Design moore_seq_detector, sky130hd; sources not shown.
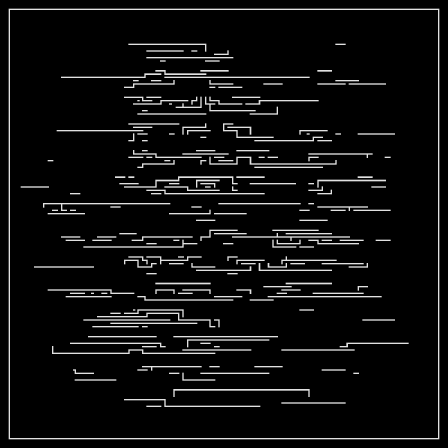
m1.png
92 nets have wire on it. The layer holds 41% of the routed length. The layer carries 773 um of wire.
Total Routed Length: 1870 um
met1 Use GR: 0.268
Vias: 686

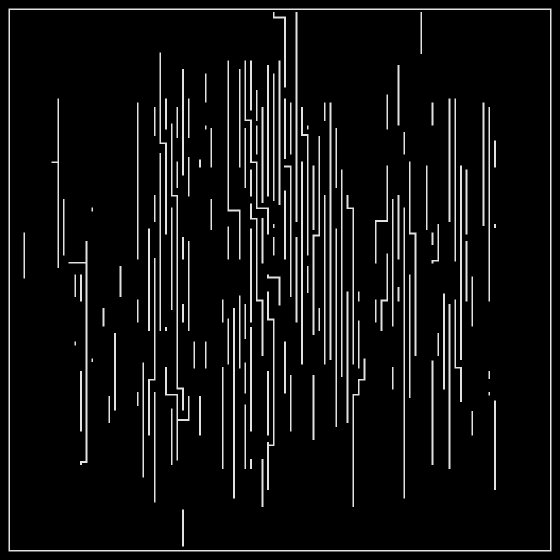
m2.png
95 nets have wire on it. The layer holds 50% of the routed length. The layer carries 934 um of wire. The wires run mostly vertical.
met2 Resource Use GR: 0.385

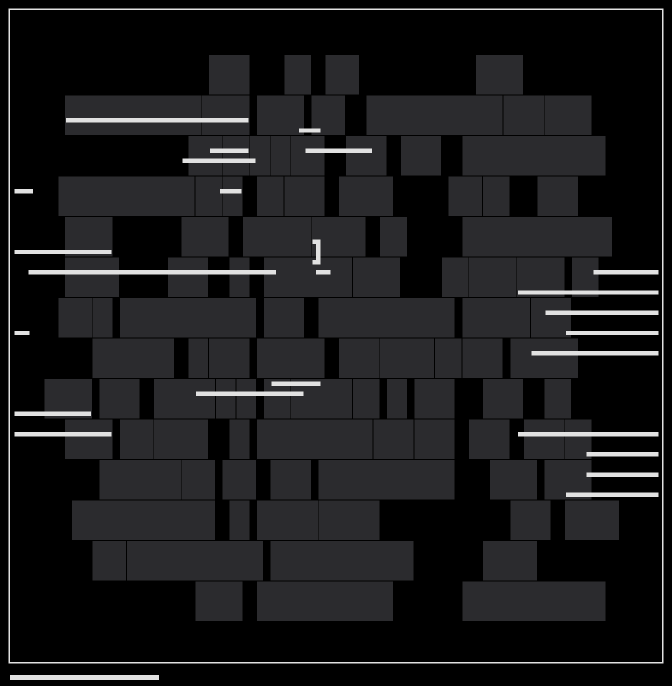
m3.png
The bar under the picture is 10 um long. Cells faint in the background.
The layer carries 132 um of wire. The longest straight run is 16.3 um. The wires run mostly horizontal.
M3 GR Usage: 0.0500

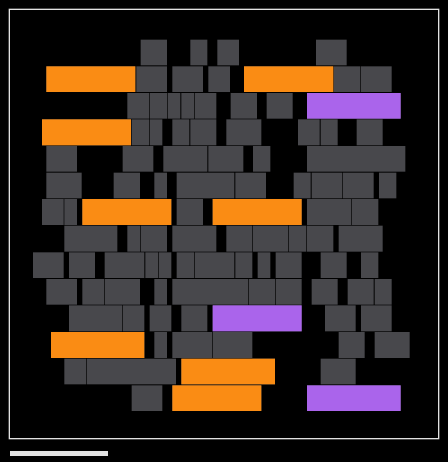
ff_map.png
The bar under the picture is 10 um long. Other cells in grey.
Key: purple = progress [placed flops 3]; orange = match_cnt [placed flops 8]
fraction of area in registers: 0.271
Util after Layout: 0.695
register area: 280 um2
P_seq: 291 uW

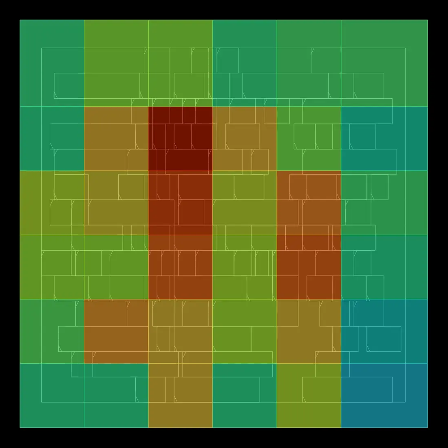
congestion_map.png
GR peak layer: met2
total global-route track usage: 0.221
WL/cell: 15.9 um

==> flow_summary.ini <==
; implementation run metrics
[status]
status = finished, violations left
violations = negative setup slack

[clocking]
clk_pin_slew_ps = 80
clkLatencyLatePin_ps = 270
cts_buffer_depth = 2

[placed_design]
gp_congestion = 0.859
hpwl_um = 1210
port_buffers = 17

[global_route]
grt-ovfl-total = 0

[setup_path]
crit_family = simple AND/OR/NAND/NOR gates
rr_worst_depth = 4
cp_slowest_cell = dfrtp_2

[layout]
area_delta_synth_final_pct = 59.3
nonClkBufAreaFrac = 0.253
comb_area_frac = 0.424
largest_class = logic gates
fin_nets = 109
clock_cell_area_share = 0.0254
comb_cells = 52

[synthesis]
ys_cells = 66
synth_nets = 73
yosysMostFrequentCell = dfrtp_1

[power]
switching_share = 0.250
p_clk_frac = 0.364
pg_clk_uw = 204
p_total_uw = 561
seqPwrFrac = 0.518
p_leak_uw = 0.000458

[detailed_routing]
drc = 0
drt_iter0_drc = 17

[final_timing]
setup_viol = 3
finalWorstSetupSlack_ps = -112

[job]
maxCapViolCount = 0

[floorplanning]
fp_util = 0.436
Power and IR drop assume default switching activity.
